**Run 1: metal 1**

Bar = 50 um. Supply wires on this layer in gray.
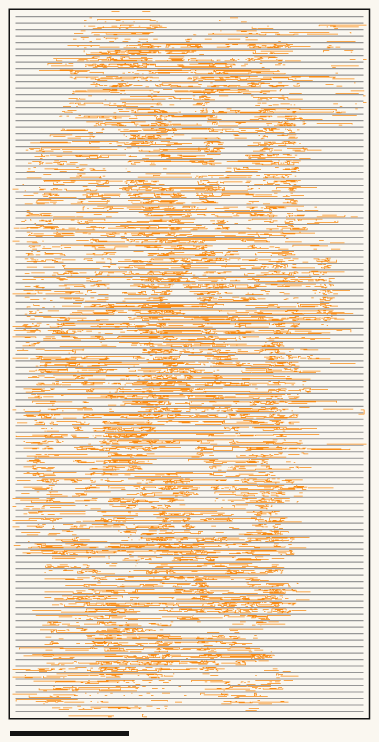
**Run 1: metal 2**

Bar = 50 um.
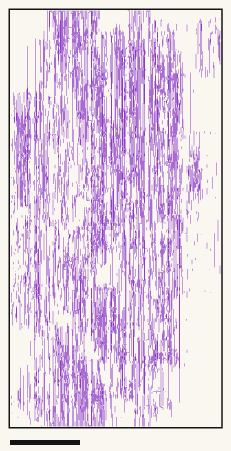
**Run 1: met3 routing**

Cells faint in the background.
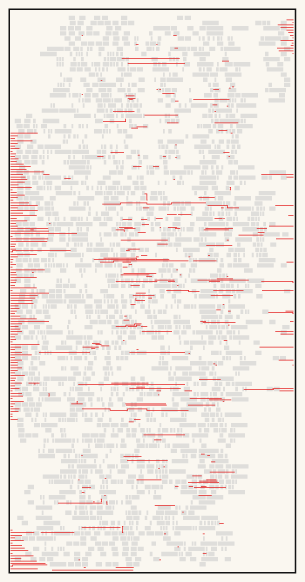
**Run 1: M4 wires**

Bar = 50 um. Supply wires on this layer in gray.
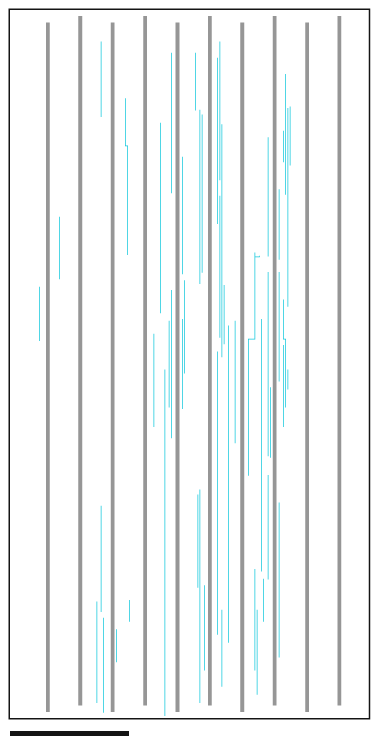
### config.mk
export PLATFORM = sky130hd
export DESIGN_NAME = ex_stage_md_flat
export DESIGN_NICKNAME = d
export VERILOG_FILES = /design/src/rtl/ex_stage_md_if.sv /design/src/rtl/ex_stage_md.sv /design/src/flat_wrapper.sv
export SDC_FILE = /design/constraint.sdc
export NUM_CORES = 1
export LEC_CHECK = 0
export CORE_ASPECT_RATIO = 2
export CORE_MARGIN = 2
export CORE_UTILIZATION = 36
export CTS_CLUSTER_DIAMETER = 80
export DETAILED_ROUTE_END_ITERATION = 6
export PLACE_DENSITY = 0.6
export SLEW_MARGIN = 20
export SYNTH_ARGS = -nofsm -noshare
export SYNTH_HDL_FRONTEND = slang
export SYNTH_SLANG_ARGS = --single-unit
### constraint.sdc
create_clock -name Clk -period 16.3 [get_ports Clk]
set_input_delay 1.63 -clock Clk [delete_from_list [all_inputs] [get_ports Clk]]
set_output_delay 1.63 -clock Clk [all_outputs]
set_load 0.02 [all_outputs]
### src/rtl/ex_stage_md_if.sv
// ex_stage_md_if: bundles the EX-stage pipeline signals.
//   master: drives forwarding sources, ID/EX operands and control, Flush;
//           observes the EX/MEM register outputs and Stall.
//   slave : the EX stage itself (ex_stage_md).
// Parameters: WIDTH = datapath width, RADDR = register-address width.
interface ex_stage_md_if #(
    parameter int unsigned WIDTH = 32,
    parameter int unsigned RADDR = 5
);
    // Forwarding sources
    logic             MEMRegWrite;
    logic [WIDTH-1:0] MEMData;
    logic [RADDR-1:0] MEMRd;
    logic             WBRegWrite;
    logic [WIDTH-1:0] WBData;
    logic [RADDR-1:0] WBRd;
    // ID/EX inputs
    logic             ALUSrc;
    logic [2:0]       ALUControl;
    logic             MemRead;
    logic             MemWrite;
    logic             RegWrite;
    logic [WIDTH-1:0] DataA;
    logic [WIDTH-1:0] DataB;
    logic [WIDTH-1:0] SignExtend;
    logic [RADDR-1:0] Rs;
    logic [RADDR-1:0] Rt;
    logic [RADDR-1:0] Rd;
    logic             Flush;
    // EX/MEM outputs
    logic             EXRegWrite;
    logic             EXMemRead;
    logic             EXMemWrite;
    logic [RADDR-1:0] EXRd;
    logic [WIDTH-1:0] EXData;
    logic [WIDTH-1:0] EXALUData;
    logic             Stall;

    modport master (
        output MEMRegWrite, MEMData, MEMRd, WBRegWrite, WBData, WBRd,
        output ALUSrc, ALUControl, MemRead, MemWrite, RegWrite,
        output DataA, DataB, SignExtend, Rs, Rt, Rd, Flush,
        input  EXRegWrite, EXMemRead, EXMemWrite, EXRd, EXData, EXALUData, Stall
    );

    modport slave (
        input  MEMRegWrite, MEMData, MEMRd, WBRegWrite, WBData, WBRd,
        input  ALUSrc, ALUControl, MemRead, MemWrite, RegWrite,
        input  DataA, DataB, SignExtend, Rs, Rt, Rd, Flush,
        output EXRegWrite, EXMemRead, EXMemWrite, EXRd, EXData, EXALUData, Stall
    );
endinterface

### src/rtl/ex_stage_md.sv
// ex_stage_md: pipeline execute stage with MEM/WB operand forwarding, a
// single-cycle ALU and a multi-cycle shift-add multiplier, feeding the
// EX/MEM pipeline register.
// Ports:
//   Clk - clock, rising edge
//   Rst - asynchronous active-high reset
//   bus - ex_stage_md_if.slave: forwarding sources, operands, control,
//         Flush in; EX/MEM register and combinational Stall out.
module ex_stage_md #(
    parameter int unsigned WIDTH = 32,
    parameter int unsigned RADDR = 5
) (
    input logic          Clk,
    input logic          Rst,
    ex_stage_md_if.slave bus
);
    localparam int unsigned CW = $clog2(WIDTH + 1);

    typedef enum logic [1:0] {StIdle, StBusy, StDone} mulState_e;

    mulState_e        state;
    logic [CW-1:0]    counter;
    logic [WIDTH-1:0] mulCand;
    logic [WIDTH-1:0] mulPlier;
    logic [WIDTH-1:0] mulAcc;

    logic [WIDTH-1:0] fwdA;
    logic [WIDTH-1:0] fwdB;
    logic [WIDTH-1:0] opB;
    logic [WIDTH-1:0] aluResult;
    logic             isMul;
    logic             stall;

    // MEM beats WB; register 0 is never forwarded.
    always_comb begin
        fwdA = bus.DataA;
        if (bus.MEMRegWrite && (bus.MEMRd != '0) && (bus.MEMRd == bus.Rs)) begin
            fwdA = bus.MEMData;
        end else if (bus.WBRegWrite && (bus.WBRd != '0) && (bus.WBRd == bus.Rs)) begin
            fwdA = bus.WBData;
        end
    end

    always_comb begin
        fwdB = bus.DataB;
        if (bus.MEMRegWrite && (bus.MEMRd != '0) && (bus.MEMRd == bus.Rt)) begin
            fwdB = bus.MEMData;
        end else if (bus.WBRegWrite && (bus.WBRd != '0) && (bus.WBRd == bus.Rt)) begin
            fwdB = bus.WBData;
        end
    end

    assign opB = bus.ALUSrc ? bus.SignExtend : fwdB;

    // 011 (MUL) goes through the sequential multiplier; 100/101 give zero.
    always_comb begin
        aluResult = '0;
        case (bus.ALUControl)
            3'b000:  aluResult = fwdA & opB;
            3'b001:  aluResult = fwdA | opB;
            3'b010:  aluResult = fwdA + opB;
            3'b110:  aluResult = fwdA - opB;
            3'b111:  aluResult = {{(WIDTH-1){1'b0}}, ($signed(fwdA) < $signed(opB))};
            default: aluResult = '0;
        endcase
    end

    assign isMul   = (bus.ALUControl == 3'b011);
    assign stall   = isMul && (state != StDone);
    assign bus.Stall = stall;

    always_ff @(posedge Clk or posedge Rst) begin
        if (Rst) begin
            bus.EXRegWrite <= 1'b0;
            bus.EXMemRead  <= 1'b0;
            bus.EXMemWrite <= 1'b0;
            bus.EXRd       <= '0;
            bus.EXData     <= '0;
            bus.EXALUData  <= '0;
            state          <= StIdle;
            counter        <= '0;
            mulCand        <= '0;
            mulPlier       <= '0;
            mulAcc         <= '0;
        end else begin
            // EX/MEM register: bubble on flush or stall, data fields hold.
            if (bus.Flush || stall) begin
                bus.EXRegWrite <= 1'b0;
                bus.EXMemRead  <= 1'b0;
                bus.EXMemWrite <= 1'b0;
                bus.EXRd       <= '0;
            end else begin
                bus.EXRegWrite <= bus.RegWrite;
                bus.EXMemRead  <= bus.MemRead;
                bus.EXMemWrite <= bus.MemWrite;
                bus.EXRd       <= bus.Rd;
                bus.EXData     <= fwdB;
                bus.EXALUData  <= (state == StDone) ? mulAcc : aluResult;
            end

            // Multiplier sequencer
            if (bus.Flush) begin
                state   <= StIdle;
                counter <= '0;
            end else begin
                case (state)
                    StIdle: begin
                        if (isMul) begin
                            // Operands latched here so later forwarding changes are ignored.
                            mulCand  <= fwdA;
                            mulPlier <= opB;
                            mulAcc   <= '0;
                            counter  <= CW'(WIDTH);
                            state    <= StBusy;
                        end
                    end
                    StBusy: begin
                        if (mulPlier[0]) begin
                            mulAcc <= mulAcc + mulCand;
                        end
                        mulCand  <= mulCand << 1;
                        mulPlier <= mulPlier >> 1;
                        counter  <= counter - CW'(1);
                        if (counter == CW'(1)) begin
                            state <= StDone;
                        end
                    end
                    StDone: begin
                        state <= StIdle;
                    end
                    default: begin
                        state <= StIdle;
                    end
                endcase
            end
        end
    end
endmodule

### src/flat_wrapper.sv
// flat-port wrapper written by rule: the top's interface ports become plain ports
module ex_stage_md_flat 
#(
    parameter int unsigned WIDTH = 32,
    parameter int unsigned RADDR = 5
)
  (Clk, Rst, bus_MEMRegWrite, bus_MEMData, bus_MEMRd, bus_WBRegWrite, bus_WBData, bus_WBRd, bus_ALUSrc, bus_ALUControl, bus_MemRead, bus_MemWrite, bus_RegWrite, bus_DataA, bus_DataB, bus_SignExtend, bus_Rs, bus_Rt, bus_Rd, bus_Flush, bus_EXRegWrite, bus_EXMemRead, bus_EXMemWrite, bus_EXRd, bus_EXData, bus_EXALUData, bus_Stall);
  ex_stage_md_if #(.WIDTH(WIDTH), .RADDR(RADDR)) bus_i ();
  input logic Clk;
  input logic Rst;
  input wire logic [$bits(bus_i.MEMRegWrite)-1:0] bus_MEMRegWrite;
  input wire logic [$bits(bus_i.MEMData)-1:0] bus_MEMData;
  input wire logic [$bits(bus_i.MEMRd)-1:0] bus_MEMRd;
  input wire logic [$bits(bus_i.WBRegWrite)-1:0] bus_WBRegWrite;
  input wire logic [$bits(bus_i.WBData)-1:0] bus_WBData;
  input wire logic [$bits(bus_i.WBRd)-1:0] bus_WBRd;
  input wire logic [$bits(bus_i.ALUSrc)-1:0] bus_ALUSrc;
  input wire logic [$bits(bus_i.ALUControl)-1:0] bus_ALUControl;
  input wire logic [$bits(bus_i.MemRead)-1:0] bus_MemRead;
  input wire logic [$bits(bus_i.MemWrite)-1:0] bus_MemWrite;
  input wire logic [$bits(bus_i.RegWrite)-1:0] bus_RegWrite;
  input wire logic [$bits(bus_i.DataA)-1:0] bus_DataA;
  input wire logic [$bits(bus_i.DataB)-1:0] bus_DataB;
  input wire logic [$bits(bus_i.SignExtend)-1:0] bus_SignExtend;
  input wire logic [$bits(bus_i.Rs)-1:0] bus_Rs;
  input wire logic [$bits(bus_i.Rt)-1:0] bus_Rt;
  input wire logic [$bits(bus_i.Rd)-1:0] bus_Rd;
  input wire logic [$bits(bus_i.Flush)-1:0] bus_Flush;
  output wire logic [$bits(bus_i.EXRegWrite)-1:0] bus_EXRegWrite;
  output wire logic [$bits(bus_i.EXMemRead)-1:0] bus_EXMemRead;
  output wire logic [$bits(bus_i.EXMemWrite)-1:0] bus_EXMemWrite;
  output wire logic [$bits(bus_i.EXRd)-1:0] bus_EXRd;
  output wire logic [$bits(bus_i.EXData)-1:0] bus_EXData;
  output wire logic [$bits(bus_i.EXALUData)-1:0] bus_EXALUData;
  output wire logic [$bits(bus_i.Stall)-1:0] bus_Stall;
  assign bus_i.MEMRegWrite = bus_MEMRegWrite;
  assign bus_i.MEMData = bus_MEMData;
  assign bus_i.MEMRd = bus_MEMRd;
  assign bus_i.WBRegWrite = bus_WBRegWrite;
  assign bus_i.WBData = bus_WBData;
  assign bus_i.WBRd = bus_WBRd;
  assign bus_i.ALUSrc = bus_ALUSrc;
  assign bus_i.ALUControl = bus_ALUControl;
  assign bus_i.MemRead = bus_MemRead;
  assign bus_i.MemWrite = bus_MemWrite;
  assign bus_i.RegWrite = bus_RegWrite;
  assign bus_i.DataA = bus_DataA;
  assign bus_i.DataB = bus_DataB;
  assign bus_i.SignExtend = bus_SignExtend;
  assign bus_i.Rs = bus_Rs;
  assign bus_i.Rt = bus_Rt;
  assign bus_i.Rd = bus_Rd;
  assign bus_i.Flush = bus_Flush;
  assign bus_EXRegWrite = bus_i.EXRegWrite;
  assign bus_EXMemRead = bus_i.EXMemRead;
  assign bus_EXMemWrite = bus_i.EXMemWrite;
  assign bus_EXRd = bus_i.EXRd;
  assign bus_EXData = bus_i.EXData;
  assign bus_EXALUData = bus_i.EXALUData;
  assign bus_Stall = bus_i.Stall;
  ex_stage_md #(.WIDTH(WIDTH), .RADDR(RADDR)) u_core (.Clk(Clk), .Rst(Rst), .bus(bus_i));
endmodule
==> Slide: Implementation Results, run 1 <==
Synthesis and Place & Route Summary

Final timing
  – Final setup viols: 0
  – Worst slew pin tran: about 1 ns
  – Max-slew violation count: 0

Synthesis
  – Compound Share, Synth: about 22%
  – Synth Area per Inst: slightly below 8 um2
  – Simple-Gate Area Share: between 10% and 20%
  – Count of library flops with an enable pin: 0
  – Synth Seq Share: ~29%

Power
  – Dominant power group: combinational logic

Floorplan
  – Die X: between 150 and 200 um
  – Die area: about 0.045 mm2
  – # rows: 107

Route
  – WL met2: between 20 and 30 mm
  – Wire per inst: 20.7 um

Run status
  – Outcome: completed

Worst setup path
  – Worst setup path start: bus_WBRd[1]
  – Max FO, Critical Path: 32

Place
  – Number of port buffers: between 200 and 300
  – Placed Cells: ~2700

Flow run
  – Tool warnings: roughly 100

Finish
  – Most common logic cell in the routed design: nand2_1
-- 'metal 1' (at the start) --
- nets with wire on the layer: 2191
- share of all routed wire: 39%
drt total wl: 56.0 mm
via count: 15062

-- 'metal 2' (at the start) --
- wire length on this layer: 28.8 mm
- longest straight run: 117 um
- share of all routed wire: 51%
GR Util met2: 45.5%

-- 'met3 routing' (at the start) --
- share of all routed wire: 4.7%
- longest straight run: 56.1 um
M3 GR Usage: 3.51%

-- 'M4 wires' (at the start) --
- longest straight run: 145 um
- share of all routed wire: 4.8%
- nets with wire on the layer: 46

**Run 1: routing congestion**

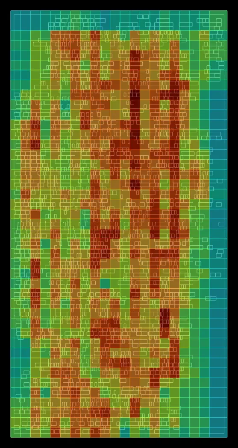

==> run 2, diff against run 1 <==
--- a/config.mk
+++ b/config.mk
@@ -10,7 +10,7 @@
 export CORE_UTILIZATION = 36
 export CTS_CLUSTER_DIAMETER = 80
 export DETAILED_ROUTE_END_ITERATION = 6
-export PLACE_DENSITY = 0.6
+export PLACE_DENSITY = 0.62
 export SLEW_MARGIN = 20
 export SYNTH_ARGS = -nofsm -noshare
 export SYNTH_HDL_FRONTEND = slang
==> constraint.sdc (replaced) <==
create_clock -name Clk -period 6.04 [get_ports Clk]
set_input_delay 0.604 -clock Clk [delete_from_list [all_inputs] [get_ports Clk]]
set_output_delay 0.604 -clock Clk [all_outputs]
set_load 0.02 [all_outputs]
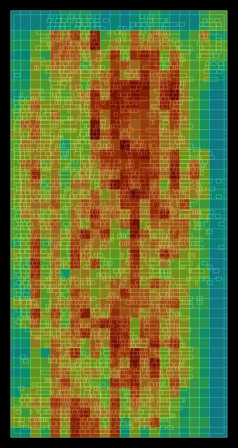
**Above:** run 2 (routing congestion).
grt peak-use layer: met2
total track usage: 25.8%

==> Slide: Implementation Results, run 2 <==
Synthesis and Place & Route Summary

Flow run
  – Tool warnings: 100 (-3.8%)
  – Max_cap viols: 0

Synthesis
  – Synth Area per Inst: 7.88 um2 (unchanged)
  – Count of library flops with an enable pin: 0 (unchanged)
  – Synth Seq Share: 28.6% (unchanged)
  – Top-count cell post-synth: nand2_1
  – Yosys warns: 0
  – Simple-Gate Area Share: 17.4% (unchanged)
  – Yosys chip area: between 0.015 and 0.02 mm2
  – Commonest cells in the netlist: nand2_1 (351), dfrtp_1 (176), mux2i_1 (154), ha_1 (138), o21ai_0 (138)
  – Most used flip-flop cell: dfrtp_1
  – Synth area leader: dfrtp_1
  – Compound Share, Synth: 22.5% (unchanged)
  – Yosys xor share: between 3 and 4%

Power
  – Dominant power group: combinational logic
  – Comb. pwr: around 2.8 mW
  – Combinational group share of total power: 48.3%
  – P_sw: between 2 and 3 mW
  – Leak pwr: just under 9 nW

Finish
  – ClkCell Share: 3.13%
  – Most common logic cell in the routed design: nand2_1
  – Ant diodes: 0
  – Data buffer area share: 16.8%

Route
  – WL met2: 29.9 mm (+3.6%)
  – Via count: 15260 (+1.3%)
  – Drt total wl: 57.1 mm (+1.9%)
  – Wire per inst: 20.6 um (-0.21%)

Final timing
  – Final setup viols: 0 (unchanged)
  – Worst slew pin tran: 1.17 ns (+0.150 ns)
  – Max_slew headroom: a little over a fifth
  – Max-slew violation count: 0 (unchanged)
  – Setup slack after layout: roughly 0.39 ns

Worst setup path
  – Max FO, Critical Path: 8 (-75%)
  – Worst setup path start: bus_WBRd[2]
  – Critical Path Sink Type: register
  – Crit Path Class: in -> reg

Place
  – DP Area: about 0.019 mm2
  – Placed Cells: 2732 (+2.1%)
  – Number of port buffers: 269 (unchanged)
  – Post-place setup slack: -0.102 ns

Clocking
  – CTS buffer count: 17
  – CTS max path bufs: 2

Floorplan
  – Die area: 0.0446 mm2 (unchanged)
  – Die X: 150 um (unchanged)
  – # rows: 107 (unchanged)

Global routing
  – GR Util met2: 47.3% (+1.9 points)
  – M3 GR Usage: 3.53% (+0.015 points)

Run status
  – Outcome: completed
No activity file was given, so power comes from the tool's default toggle rates.
